**src/rtl/cw305_dbg_reg_bank_if.sv**
```systemverilog
// Register-bus bundle between cw305_usb_reg_fe (master) and a register bank (slave).
// reg_write is a one-cycle strobe with no back-pressure; reg_datai is valid one cycle after reg_address/reg_bytecnt.
interface cw305_dbg_reg_bank_if #(
  parameter int pADDR_WIDTH   = 14,
  parameter int pBYTECNT_SIZE = 7
);
  logic [pADDR_WIDTH-1:0]   reg_address;
  logic [pBYTECNT_SIZE-1:0] reg_bytecnt;
  logic                     reg_write;
  logic [7:0]               reg_datao;
  logic [7:0]               reg_datai;

  modport master (
    output reg_address,
    output reg_bytecnt,
    output reg_write,
    output reg_datao,
    input  reg_datai
  );

  modport slave (
    input  reg_address,
    input  reg_bytecnt,
    input  reg_write,
    input  reg_datao,
    output reg_datai
  );
endinterface

```
**src/rtl/cw305_dbg_reg_bank.sv**
```systemverilog
// Debug register bank: timed pulses, level control, synchronised status with sticky flags and edge counters.
// Optional CW305_DBG_TIMESTAMP_EN adds a channel-0 edge timestamp at address 6.
module cw305_dbg_reg_bank #(
  parameter int         pADDR_WIDTH   = 14,
  parameter int         pBYTECNT_SIZE = 7,
  parameter int         pNUM_CH       = 4,
  parameter int         pNUM_PULSE    = 2,
  parameter int         pPULSE_LEN    = 8,
  parameter int         pCNT_WIDTH    = 16,
  parameter logic [7:0] pLEVEL_RST    = 8'h00
) (
  input  logic                  usb_clk,
  input  logic                  rst,
  cw305_dbg_reg_bank_if.slave   bus,
  input  logic [pNUM_CH-1:0]    status_in,
  output logic [pNUM_PULSE-1:0] ctrl_pulse,
  output logic [7:0]            ctrl_level,
  output logic                  irq_any
);

  localparam int CNT_BYTES = pCNT_WIDTH / 8;
  localparam int PW        = $clog2(pPULSE_LEN + 1);

  localparam logic [pADDR_WIDTH-1:0] ADDR_PULSE  = pADDR_WIDTH'(0);
  localparam logic [pADDR_WIDTH-1:0] ADDR_LEVEL  = pADDR_WIDTH'(1);
  localparam logic [pADDR_WIDTH-1:0] ADDR_STATUS = pADDR_WIDTH'(2);
  localparam logic [pADDR_WIDTH-1:0] ADDR_STICKY = pADDR_WIDTH'(3);
  localparam logic [pADDR_WIDTH-1:0] ADDR_SEL    = pADDR_WIDTH'(4);
  localparam logic [pADDR_WIDTH-1:0] ADDR_CNT    = pADDR_WIDTH'(5);

  logic byte0;
  logic cnt_byte_ok;
  logic wr_pulse, wr_level, wr_sticky, wr_sel, wr_cnt;

  assign byte0       = (bus.reg_bytecnt == '0);
  assign cnt_byte_ok = (bus.reg_bytecnt < pBYTECNT_SIZE'(CNT_BYTES));
  assign wr_pulse    = bus.reg_write && (bus.reg_address == ADDR_PULSE)  && byte0;
  assign wr_level    = bus.reg_write && (bus.reg_address == ADDR_LEVEL)  && byte0;
  assign wr_sticky   = bus.reg_write && (bus.reg_address == ADDR_STICKY) && byte0;
  assign wr_sel      = bus.reg_write && (bus.reg_address == ADDR_SEL)    && byte0;
  assign wr_cnt      = bus.reg_write && (bus.reg_address == ADDR_CNT)    && cnt_byte_ok;

  // sync1/sync2 form the synchroniser; sync3 only delays sync2 for edge detection.
  logic [pNUM_CH-1:0] sync1, sync2, sync3, rise;
  assign rise = sync2 & ~sync3;

  always_ff @(posedge usb_clk) begin
    if (rst) begin
      sync1 <= '0;
      sync2 <= '0;
      sync3 <= '0;
    end else begin
      sync1 <= status_in;
      sync2 <= sync1;
      sync3 <= sync2;
    end
  end

  // pulse_cnt holds the cycles still to run after the current one; a write reloads it.
  logic [PW-1:0] pulse_cnt [pNUM_PULSE];

  always_ff @(posedge usb_clk) begin
    if (rst) begin
      ctrl_pulse <= '0;
      for (int i = 0; i < pNUM_PULSE; i++) pulse_cnt[i] <= '0;
    end else begin
      for (int i = 0; i < pNUM_PULSE; i++) begin
        if (wr_pulse && bus.reg_datao[i]) begin
          ctrl_pulse[i] <= 1'b1;
          pulse_cnt[i]  <= PW'(pPULSE_LEN - 1);
        end else if (ctrl_pulse[i]) begin
          if (pulse_cnt[i] == '0) ctrl_pulse[i] <= 1'b0;
          else                    pulse_cnt[i]  <= pulse_cnt[i] - PW'(1);
        end
      end
    end
  end

  always_ff @(posedge usb_clk) begin
    if (rst) ctrl_level <= pLEVEL_RST;
    else if (wr_level) ctrl_level <= bus.reg_datao;
  end

  // A new edge is OR-ed in after the clear so a simultaneous edge keeps the flag set.
  logic [pNUM_CH-1:0] sticky;
  logic [pNUM_CH-1:0] sticky_clr;
  assign sticky_clr = wr_sticky ? bus.reg_datao[pNUM_CH-1:0] : '0;

  always_ff @(posedge usb_clk) begin
    if (rst) begin
      sticky  <= '0;
      irq_any <= 1'b0;
    end else begin
      sticky  <= (sticky & ~sticky_clr) | rise;
      irq_any <= |sticky;
    end
  end

  logic [pCNT_WIDTH-1:0] edge_cnt [pNUM_CH];
  logic [2:0]            cnt_sel;
  logic                  snap_pend;
  logic [pCNT_WIDTH-1:0] snapshot;
  logic [pCNT_WIDTH-1:0] sel_cnt;

  always_comb begin
    sel_cnt = '0;
    for (int i = 0; i < pNUM_CH; i++)
      if (cnt_sel == 3'(i)) sel_cnt = edge_cnt[i];
  end

  always_ff @(posedge usb_clk) begin
    if (rst) begin
      for (int i = 0; i < pNUM_CH; i++) edge_cnt[i] <= '0;
    end else begin
      for (int i = 0; i < pNUM_CH; i++) begin
        if (wr_cnt && (cnt_sel == 3'(i)))
          edge_cnt[i] <= rise[i] ? pCNT_WIDTH'(1) : '0;
        else if (rise[i] && (edge_cnt[i] != '1))
          edge_cnt[i] <= edge_cnt[i] + pCNT_WIDTH'(1);
      end
    end
  end

  // Snapshot is taken the cycle after the select write so the host reads all bytes from one instant.
  always_ff @(posedge usb_clk) begin
    if (rst) begin
      cnt_sel   <= '0;
      snap_pend <= 1'b0;
      snapshot  <= '0;
    end else begin
      snap_pend <= wr_sel;
      if (wr_sel)    cnt_sel  <= bus.reg_datao[2:0];
      if (snap_pend) snapshot <= sel_cnt;
    end
  end

`ifdef CW305_DBG_TIMESTAMP_EN
  localparam logic [pADDR_WIDTH-1:0] ADDR_TS = pADDR_WIDTH'(6);

  logic        wr_ts;
  logic [31:0] ts_cnt;
  logic [31:0] ts_latch;

  assign wr_ts = bus.reg_write && (bus.reg_address == ADDR_TS) &&
                 (bus.reg_bytecnt < pBYTECNT_SIZE'(4));

  // Latched value is the cycle in which the edge becomes visible in STICKY, hence the +1.
  always_ff @(posedge usb_clk) begin
    if (rst) begin
      ts_cnt   <= '0;
      ts_latch <= '0;
    end else begin
      ts_cnt <= ts_cnt + 32'd1;
      if (rise[0])    ts_latch <= ts_cnt + 32'd1;
      else if (wr_ts) ts_latch <= '0;
    end
  end
`endif

  logic [7:0] rd_data;

  always_comb begin
    rd_data = '0;
    case (bus.reg_address)
      ADDR_LEVEL:  if (byte0) rd_data = ctrl_level;
      ADDR_STATUS: if (byte0) rd_data = 8'(sync2);
      ADDR_STICKY: if (byte0) rd_data = 8'(sticky);
      ADDR_SEL:    if (byte0) rd_data = {5'b0, cnt_sel};
      ADDR_CNT: begin
        for (int b = 0; b < CNT_BYTES; b++)
          if (bus.reg_bytecnt == pBYTECNT_SIZE'(b)) rd_data = snapshot[b*8 +: 8];
      end
`ifdef CW305_DBG_TIMESTAMP_EN
      ADDR_TS: begin
        for (int b = 0; b < 4; b++)
          if (bus.reg_bytecnt == pBYTECNT_SIZE'(b)) rd_data = ts_latch[b*8 +: 8];
      end
`endif
      default: rd_data = '0;
    endcase
  end

  always_ff @(posedge usb_clk) begin
    if (rst) bus.reg_datai <= '0;
    else     bus.reg_datai <= rd_data;
  end

endmodule

```
**src/flat_wrapper.sv**
```systemverilog
// flat-port wrapper written by rule: the top's interface ports become plain ports
module cw305_dbg_reg_bank_flat 
#(
  parameter int         pADDR_WIDTH   = 14,
  parameter int         pBYTECNT_SIZE = 7,
  parameter int         pNUM_CH       = 4,
  parameter int         pNUM_PULSE    = 2,
  parameter int         pPULSE_LEN    = 8,
  parameter int         pCNT_WIDTH    = 16,
  parameter logic [7:0] pLEVEL_RST    = 8'h00
)
  (usb_clk, rst, status_in, ctrl_pulse, ctrl_level, irq_any, bus_reg_address, bus_reg_bytecnt, bus_reg_write, bus_reg_datao, bus_reg_datai);
  cw305_dbg_reg_bank_if #(.pADDR_WIDTH(pADDR_WIDTH), .pBYTECNT_SIZE(pBYTECNT_SIZE)) bus_i ();
  input  logic usb_clk;
  input  logic rst;
  input  logic [pNUM_CH-1:0] status_in;
  output logic [pNUM_PULSE-1:0] ctrl_pulse;
  output logic [7:0] ctrl_level;
  output logic irq_any;
  input wire logic [$bits(bus_i.reg_address)-1:0] bus_reg_address;
  input wire logic [$bits(bus_i.reg_bytecnt)-1:0] bus_reg_bytecnt;
  input wire logic [$bits(bus_i.reg_write)-1:0] bus_reg_write;
  input wire logic [$bits(bus_i.reg_datao)-1:0] bus_reg_datao;
  output wire logic [$bits(bus_i.reg_datai)-1:0] bus_reg_datai;
  assign bus_i.reg_address = bus_reg_address;
  assign bus_i.reg_bytecnt = bus_reg_bytecnt;
  assign bus_i.reg_write = bus_reg_write;
  assign bus_i.reg_datao = bus_reg_datao;
  assign bus_reg_datai = bus_i.reg_datai;
  cw305_dbg_reg_bank #(.pADDR_WIDTH(pADDR_WIDTH), .pBYTECNT_SIZE(pBYTECNT_SIZE), .pNUM_CH(pNUM_CH), .pNUM_PULSE(pNUM_PULSE), .pPULSE_LEN(pPULSE_LEN), .pCNT_WIDTH(pCNT_WIDTH), .pLEVEL_RST(pLEVEL_RST)) u_core (.usb_clk(usb_clk), .rst(rst), .bus(bus_i), .status_in(status_in), .ctrl_pulse(ctrl_pulse), .ctrl_level(ctrl_level), .irq_any(irq_any));
endmodule
```
**config.mk**
```make
export PLATFORM = sky130hd
export DESIGN_NAME = cw305_dbg_reg_bank_flat
export DESIGN_NICKNAME = d
export VERILOG_FILES = /design/src/rtl/cw305_dbg_reg_bank_if.sv /design/src/rtl/cw305_dbg_reg_bank.sv /design/src/flat_wrapper.sv
export SDC_FILE = /design/constraint.sdc
export NUM_CORES = 1
export LEC_CHECK = 0
export CELL_PAD_IN_SITES_DETAIL_PLACEMENT = 0
export CELL_PAD_IN_SITES_GLOBAL_PLACEMENT = 1
export CORE_MARGIN = 2
export CORE_UTILIZATION = 46
export DETAILED_ROUTE_END_ITERATION = 10
export PLACE_DENSITY = 0.88
export SLEW_MARGIN = 20
export SYNTH_ARGS = -nofsm -noshare
export SYNTH_HDL_FRONTEND = slang
export SYNTH_SLANG_ARGS = --single-unit
```
**constraint.sdc**
```tcl
create_clock -name usb_clk -period 3 [get_ports usb_clk]
set_input_delay 0.75 -clock usb_clk [delete_from_list [all_inputs] [get_ports usb_clk]]
set_output_delay 0.75 -clock usb_clk [all_outputs]
set_load 0.05 [all_outputs]
```
clocks.png
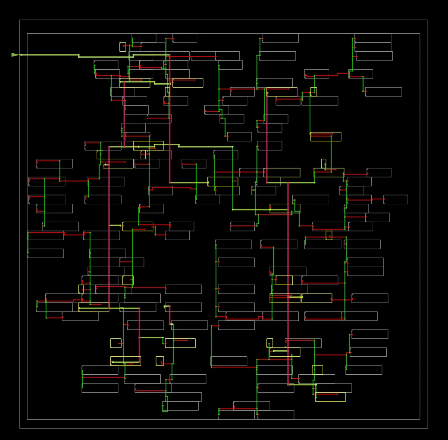
Num Clock Sinks: 127
Flop Count: 127
Clock Latency Late Sink: 420 ps
Clock Skew: 6.47 ps
total CTS buffers: 17

wires.png
Drawn at 2 px/µm.
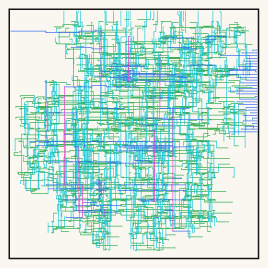
| color | layer | wire length |
|---|---|---|
| magenta | metal 4 | 389 µm |
| blue | metal 3 | 1250 µm |
| cyan | metal 2 | 7160 µm |
| green | metal 1 | 7040 µm |

io_placement.png
Drawn at 3 px/µm. Pins as bars across the die edge, other pins in gray.
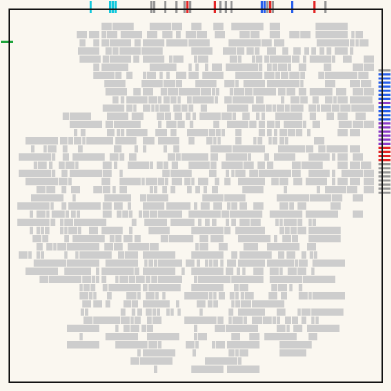
| color | port | pins | direction | edge |
|---|---|---|---|---|
| purple | `bus_reg_bytecnt` | 7 | input | right |
| cyan | `status_in` | 4 | input | top |
| green | `usb_clk` | 1 | input | left |
| blue | `bus_reg_address` | 14 | input | 11 right, 3 top |
| red | `bus_reg_datao` | 8 | input | 4 top, 4 right |
all pins by edge: 31 right, 23 top, 1 left

## area by class of cell
| class | count | area [µm²] |
|---|---|---|
| Inverter | 13 | 48.8 |
| Sequential cell | 127 | 3260 |
| Clock buffer | 21 | 450 |
| Clock inverter | 11 | 91.3 |
| Timing Repair Buffer | 85 | 843 |
| Tap cell | 180 | 225 |
| Multi-Input combinational cell | 480 | 3180 |
| Fill cell | 1155 | 5830 |
## cell usage after synthesis (all sizes together), types with 7 or more instances
| cell | n |
|---|---|
| nor2 | 118 |
| edfxtp | 72 |
| dfxtp | 55 |
| nand2 | 43 |
| xor2 | 32 |
| nand3 | 29 |
| xnor2 | 28 |
| mux2i | 27 |
| nor2b | 27 |
| a21oi | 26 |
| clkbuf | 18 |
| and3 | 15 |
| inv | 13 |
| nor3 | 11 |
| nor4 | 11 |
| a211oi | 10 |
| nand4 | 10 |
| a2bb2oi | 9 |
| buf | 9 |
| nand2b | 9 |
| mux4 | 7 |
## per-stage QoR
step	total power (W)	TNS (ps)	worst slack [ps]	area, µm²
final	0.00415	0	389	8110
after global routing	0.00428	0	327	8110
after CTS	0.00417	0	398	8110
after detailed placement	0.00228	-642	-40.9	7560
after global placement	0.00227	-70.5	-5.04	7560
after floorplan	0.00213	0	209	6600
## layout by cell type, fill, tap and decap left out, types with 5 or more instances in the layout
cell,instances
nor2_1,118
edfxtp_1,72
dfxtp_1,55
clkdlybuf4s50_1,53
nand2_1,43
xor2_1,32
xnor2_1,28
nand3_1,28
mux2i_1,27
nor2b_1,27
a21oi_1,26
buf_4,25
clkbuf_16,17
and3_1,15
inv_1,13
nor3_1,11
a211oi_1,10
nand2b_1,9
nand4_1,9
a2bb2oi_1,9
mux4_2,7
a22oi_1,6
ha_1,6
buf_12,6
and4_1,5
mux2_2,5
nor4_1,5
clkinv_2,5
## logic make-up (layout without fill, tap and decap cells)
kind of cell / count (synthesis) / count (layout) / synth area share (%)
multiplexers: 39 / 39 / 7.33
flip-flops: 127 / 127 / 49.4
adder cells (fa/ha/maj): 6 / 6 / 1.14
XOR/XNOR: 60 / 60 / 7.96
AND/OR/NAND/NOR: 294 / 294 / 22.9
buffers and inverters: 40 / 130 / 2.37
AND-OR/OR-AND: 81 / 81 / 8.89
## sequential cells by signal, summed over array words and instances, names as in the netlist
register              count
u_core.bus.reg_datai      8
u_core.cnt_sel            3
u_core.ctrl_level         8
u_core.ctrl_pulse         2
u_core.edge_cnt          64
u_core.irq_any            1
u_core.pulse_cnt          8
u_core.snap_pend          1
u_core.snapshot          16
u_core.sticky             4
u_core.sync1              4
u_core.sync2              4
u_core.sync3              4
## how the worst min path moves through the flow
| stage | from | endpoint | slack [ps] | cells past startpoint |
|---|---|---|---|---|
| 6_report | u_core.sync1[2] | u_core.sync2[2] | 440 | 1 |
| 5_1_grt | u_core.sync1[2] | u_core.sync2[2] | 440 | 1 |
| 4_1_cts | u_core.sync1[2] | u_core.sync2[2] | 440 | 1 |
| 3_5_place_dp | u_core.sync1[3] | u_core.sync2[3] | 430 | 1 |
| 3_3_place_gp | u_core.sync1[2] | u_core.sync2[2] | 430 | 1 |
| 2_1_floorplan | u_core.sync1[0] | u_core.sync2[0] | 410 | 1 |
==> results.txt <==
impl run done, here's what came out: r2r setup slk=800 ps, pwr/cell area=512 nW/µm², Setup crit end kind=flop, Core ar.=13900 µm², Layout area overhead=22.8%, fin crit period=2610 ps, Die Ht=124 µm, worst-path cell chain=clkdlybuf4s50_1, nor4_4, and4b_1, nand3_4, or4_1, nand2_1, buf_12, Lkg Pwr=2.85 nW, vias=5166, DRT antenna net count=0, warnings from Yosys=0, Top area cell types=edfxtp_1 (33%), dfxtp_1 (17%), nor2_1 (6.7%), cell row count=43, initial antenna violation count=0, crit start category=input port, share of flip-flops with an asynchronous set or reset=0%, Fmax achieved=0.383 GHz, met1 usage in global routing=30.9%, Fin Hold WS=435 ps, met2 GRT Util=33.1%, cycle use final=87.0%, WP data arrival=2750 ps, DR WL met2=7.16 mm, WL/cell=17.3 µm, final setup vio count=0, mapped cell area=6600 µm², leading area contributor after synthesis=edfxtp_1, gr usage total=22.1%, Pwr top=registers, net switching power=0.000958 W, die area=15300 µm², pin count of the biggest net entering global routing=27, postcts setup bufs=0, Vias per Instance=5.63, Most common reg cell=edfxtp_1, Setup crit start=bus_reg_address[5], GRT Max-Usage Layer=met2, CTS tree=done, CP delay by family, top=simple AND/OR/NAND/NOR gates, CP required=3130 ps, Initial Util=47.4%, critical path type=in2reg, R2R Path End=u_core.edge_cnt[3][5], Residual DRC=0, worst slew pin tran=863 ps, CP max stage delay=480 ps, # H-tree levels=4, share of post-route cells with drive strength above 1=11.7%, unrepaired setup endpoints after global routing=false, Synth top area share=32.7%, Worst Path Max Fanout=16, global route total overflow=0, Worst Reg-to-Reg Cells=7, RePlAce Congestion=0.913, input/output buffers=54, CP Depth=7, NumNets Final=766, Mapped Cells=647, io pins=55, Seq pwr share=47.5%, HP Class=reg2reg, Max-Cap Viols=0, hold buffer count at cts=0, peak supply drop=395 µV, Comb pwr share=6.7%, status=finished clean, Mean Syn Cell Area=10.2 µm², CP Buf/Inv Count=2, met3 Track Usage GR=4.95%, met3 wire len=1.25 mm, Reg-to-Reg Start=u_core.edge_cnt[3][0], global-route wire length before repair=25.5 mm, Yosys chip area=6600 µm², Layout Cells excl Fill=917, diodes inserted=0, Total Wirelength=15.8 mm, seq pwr=0.00197 W, Final HPWL DP=11.6 mm, Setup crit end=u_core.edge_cnt[0][13], Flops after synth=127, Netlist cell types=58, P_comb=0.000277 W, sequential fraction of the synthesis area=49.4%, clk pwr=0.00190 W, Max-slew headroom=42.4%, Post-synth EDFFs=72, Top Metal Used=met4, Log Warnings=26, Starting DRT DRC Count=525, fin util=58.2%, WL met1=7.04 mm, syn nets=689, CTS-repair resized insts=0, # placed instances=885, cell-internal power=0.00319 W, vias in the first global route=4931, ys cells=647, Worst-path clk slew=60 ps, Slew Viols, Final=0, critical path's slowest cell=or4_1, CTS max path bufs=2, Pre-Repair DR Iteration Count=5, clock power share=45.9%
No activity file was given, so power comes from the tool's default toggle rates.
